PDN straps and rails:
Drawn at 4 px/µm. Pins as bars on the die edge.
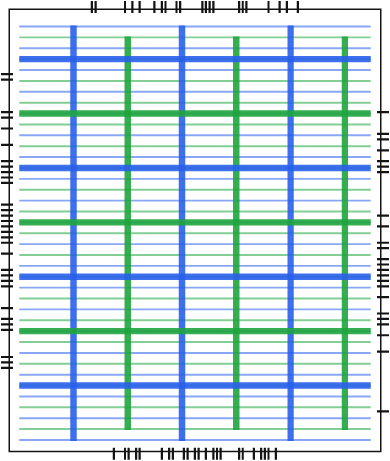
Routed metal per tile:
Drawn at 3 px/µm. 19 x 22 tiles, from dark purple (low) to yellow (high), scaled to the fullest tile. Values are wire area over tile area, all layers added.
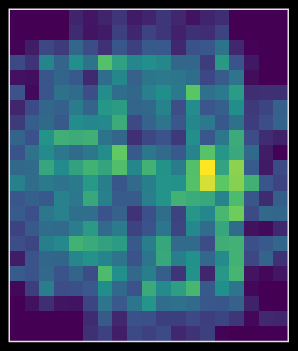
A small window of the routed layout:
Region (21, 52) to (71, 102) µm. Cells in grey, sequential cells in the stronger grey; small squares are vias.
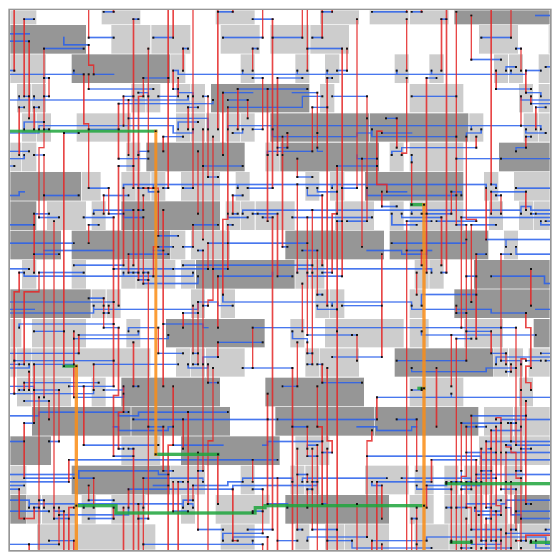
Placement view:
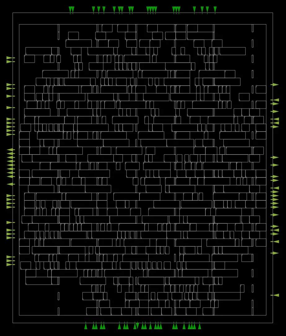
**src/rtl/fresh_data_arbiter_pkg.sv**
```systemverilog
// Shared definitions for the channel-scheduling blocks: FSM state encoding
// and the index-width helper used to size channel selectors.
package fresh_data_arbiter_pkg;

    typedef enum logic {
        ST_IDLE  = 1'b0,
        ST_OFFER = 1'b1
    } fda_state_e;

    // Number of bits needed to index n items (n >= 2).
    function automatic int fda_clog2(input int n);
        int r;
        r = 0;
        for (int p = 1; p < n; p = p * 2) begin
            r++;
        end
        return r;
    endfunction

endpackage

```
**src/rtl/fresh_data_latch.sv**
```systemverilog
// Per-channel front end: detects the refresh edge, captures the word,
// tracks whether it still awaits issue and flags words lost to overwrite.
module fresh_data_latch #(
    parameter int DW = 16
) (
    input  logic          clk,
    input  logic          rstn,
    input  logic          din,
    input  logic [DW-1:0] din_data,
    input  logic          issue,
    input  logic          ov_clr,
    output logic [DW-1:0] hold,
    output logic          pending,
    output logic          overrun
);

    logic prev_reg;
    logic edge_w;

    assign edge_w = din & ~prev_reg;

    // Edge history, word capture, pending flag (a new edge outranks an issue
    // so a word arriving while the old one is taken stays queued) and the
    // sticky overrun flag (a set outranks the clear).
    always_ff @(posedge clk or negedge rstn) begin
        if (!rstn) begin
            prev_reg <= 1'b0;
            hold     <= '0;
            pending  <= 1'b0;
            overrun  <= 1'b0;
        end else begin
            prev_reg <= din;
            if (edge_w) begin
                hold <= din_data;
            end
            if (edge_w) begin
                pending <= 1'b1;
            end else if (issue) begin
                pending <= 1'b0;
            end
            if (edge_w && pending && !issue) begin
                overrun <= 1'b1;
            end else if (ov_clr) begin
                overrun <= 1'b0;
            end
        end
    end

endmodule

```
**src/rtl/fresh_data_arbiter.sv**
```systemverilog
// Collects refresh events from N_CH producers and hands the latched words,
// one at a time in round-robin order, to a single valid/ready consumer.
module fresh_data_arbiter
    import fresh_data_arbiter_pkg::*;
#(
    parameter  int N_CH = 4,
    parameter  int DW   = 16,
    localparam int CW   = fda_clog2(N_CH)
) (
    input  logic             clk,
    input  logic             rstn,
    input  logic [N_CH-1:0]  dataIn,
    input  logic [N_CH*DW-1:0] chData,
    output logic             outValid,
    input  logic             outReady,
    output logic [DW-1:0]    outData,
    output logic [CW-1:0]    outCh,
    output logic [N_CH-1:0]  pending,
    output logic [N_CH-1:0]  overrun,
    input  logic             ovClr
);

    fda_state_e      state_reg;
    logic [CW-1:0]   last_reg;
    logic [CW-1:0]   sel_next;
    logic            any_pending;
    logic            do_issue;
    logic [N_CH-1:0] issue_w;
    logic [DW-1:0]   hold_w [N_CH];

    generate
        for (genvar gi = 0; gi < N_CH; gi++) begin : g_ch
            fresh_data_latch #(.DW(DW)) u_latch (
                .clk      (clk),
                .rstn     (rstn),
                .din      (dataIn[gi]),
                .din_data (chData[gi*DW +: DW]),
                .issue    (issue_w[gi]),
                .ov_clr   (ovClr),
                .hold     (hold_w[gi]),
                .pending  (pending[gi]),
                .overrun  (overrun[gi])
            );
            assign issue_w[gi] = do_issue && (sel_next == CW'(gi));
        end
    endgenerate

    assign any_pending = |pending;
    assign do_issue    = any_pending &&
                         ((state_reg == ST_IDLE) || (state_reg == ST_OFFER && outReady));

    // Round-robin pick: first pending channel after the last grant, wrapping.
    always_comb begin : sel_comb
        int            idx;
        logic [CW-1:0] idx_c;
        logic          found;
        sel_next = last_reg;
        idx      = 0;
        idx_c    = '0;
        found    = 1'b0;
        for (int k = 1; k <= N_CH; k++) begin
            idx = int'(last_reg) + k;
            if (idx >= N_CH) begin
                idx = idx - N_CH;
            end
            idx_c = CW'(idx);
            if (!found && pending[idx_c]) begin
                found    = 1'b1;
                sel_next = idx_c;
            end
        end
    end

    // Offer FSM with registered outputs; an accepted word is replaced in the
    // same clock when another is pending, so bursts have no bubbles.
    always_ff @(posedge clk or negedge rstn) begin
        if (!rstn) begin
            state_reg <= ST_IDLE;
            last_reg  <= CW'(N_CH - 1);
            outValid  <= 1'b0;
            outData   <= '0;
            outCh     <= '0;
        end else begin
            case (state_reg)
                ST_IDLE: begin
                    if (any_pending) begin
                        outData   <= hold_w[sel_next];
                        outCh     <= sel_next;
                        last_reg  <= sel_next;
                        outValid  <= 1'b1;
                        state_reg <= ST_OFFER;
                    end else begin
                        outValid  <= 1'b0;
                    end
                end
                ST_OFFER: begin
                    if (outReady) begin
                        if (any_pending) begin
                            outData  <= hold_w[sel_next];
                            outCh    <= sel_next;
                            last_reg <= sel_next;
                            outValid <= 1'b1;
                        end else begin
                            outValid  <= 1'b0;
                            state_reg <= ST_IDLE;
                        end
                    end
                end
                default: begin
                    outValid  <= 1'b0;
                    state_reg <= ST_IDLE;
                end
            endcase
        end
    end

endmodule
```
**config.mk**
```make
export PLATFORM = sky130hd
export DESIGN_NAME = fresh_data_arbiter
export DESIGN_NICKNAME = d
export VERILOG_FILES = /design/src/rtl/fresh_data_arbiter_pkg.sv /design/src/rtl/fresh_data_latch.sv /design/src/rtl/fresh_data_arbiter.sv
export SDC_FILE = /design/constraint.sdc
export NUM_CORES = 1
export LEC_CHECK = 0
export CAP_MARGIN = 30
export CORE_ASPECT_RATIO = 1.2
export CORE_MARGIN = 2
export CORE_UTILIZATION = 45
export CTS_BUF_LIST = sky130_fd_sc_hd__clkbuf_8
export CTS_CLUSTER_DIAMETER = 200
export DETAILED_ROUTE_END_ITERATION = 12
export GPL_TIMING_DRIVEN = 0
export PLACE_DENSITY_LB_ADDON = 0.25
export RECOVER_POWER = 50
export SLEW_MARGIN = 30
export SYNTH_ARGS = -nofsm -noshare
export SYNTH_HDL_FRONTEND = slang
export SYNTH_SLANG_ARGS = --single-unit
export TNS_END_PERCENT = 10
```
**constraint.sdc**
```tcl
create_clock -name clk -period 3.49 [get_ports clk]
set_input_delay 0.698 -clock clk [delete_from_list [all_inputs] [get_ports clk]]
set_output_delay 0.698 -clock clk [all_outputs]
set_load 0.05 [all_outputs]
```
==> flow_metrics.tcl <==
# implementation run metrics
set metrics [dict create \
    met1_length_um 4190 \
    use_met3_pct 2.72 \
    tightest_slew_ns 1.46 \
    r2r_slack_ns 1.42 \
    rsz0062_at_grt "no" \
    grt_overflow 0 \
    fp_util_pct 46.6 \
    fin_total_pwr_mw 4.44 \
    largestRegisters "g_ch.u_latch.hold: 64 flops, outData: 16 flops" \
    p_leak_nw 2.76 \
    r2r-end "outData[14]$_DFFE_PN0P_" \
    pre_cts_ws_ns 1.12 \
    die_area_mm2 0.0102 \
    drive_gt1_share_pct 7.39 \
    cp-endpoint "pending[3]" \
    grt_first_pass_wirelength_um 15800 \
    flop_cell "dfrtp_1" \
    syn_nets 512 \
    met1_usage_pct 25.9 \
    hold_buffers 0 \
    status "finished clean" \
    hold_class "reg2reg" \
    relSlewSlack_pct 2.68 \
    tool_warnings 26 \
]
Notes on 'PDN straps and rails' above:
[green] VDD
[blue] VSS
rows: 38
signal pins: 99
met5 straps: 7
area of the core: 0.00908 mm²
VDD IR max: 0.630 mV
Die Width: 92.5 µm

Notes on 'routed metal per tile' above:
nearly empty tiles: 11%
mean over tiles: 0.15
fullest tile: 0.49
tiles over half the peak: 16%

Notes on 'a small window of the routed layout' above:
[blue] met1
[green] met3
[orange] met4
[red] met2
cells with their middle in the window: 168
sequential cells in the window: 30
most frequent: nand2_1 (78), dfrtp_1 (28), mux2i_1 (12)
netlist names of flops here include: `g_ch.u_latch.hold` (24), `outData` (4), `last_reg` (2)

Notes on 'placement view' above:
flip-flop and latch count: 98
Well-Tap Cells: 120
Filler Cell Count: 787
post-route non-filler standard cell count: 675

-- layout make-up --
class                   count  area [µm²]  area share (%)
plain buffers              34         235            4.18
clock buffers              11         151            2.69
flip-flops and latches     98        2450            43.6
multi-input cells         302        1520            26.9
inverters                   6        22.5           0.400
repair buffers             99        1000            17.8
well taps                 120         150            2.66
clock inverters             5         100            1.78
-- worst max-delay path, stage by stage, from the launching register on --
cell,delay (ns)
dfrtp_1,0.48
buf_4,0.15
clkdlybuf4s50_1,0.78
-- power by group through the flow --
stage	combinational [mW]	sequential [mW]	clock, mW
final	2.01	1.55	0.886
after global routing	2.15	1.58	0.944
after CTS	2.04	1.55	0.902
after detailed placement	2.03	1.57	0
after global placement	1.99	1.56	0
after floorplan	1.13	1.84	0
Power is estimated from default activity; no workload was simulated.
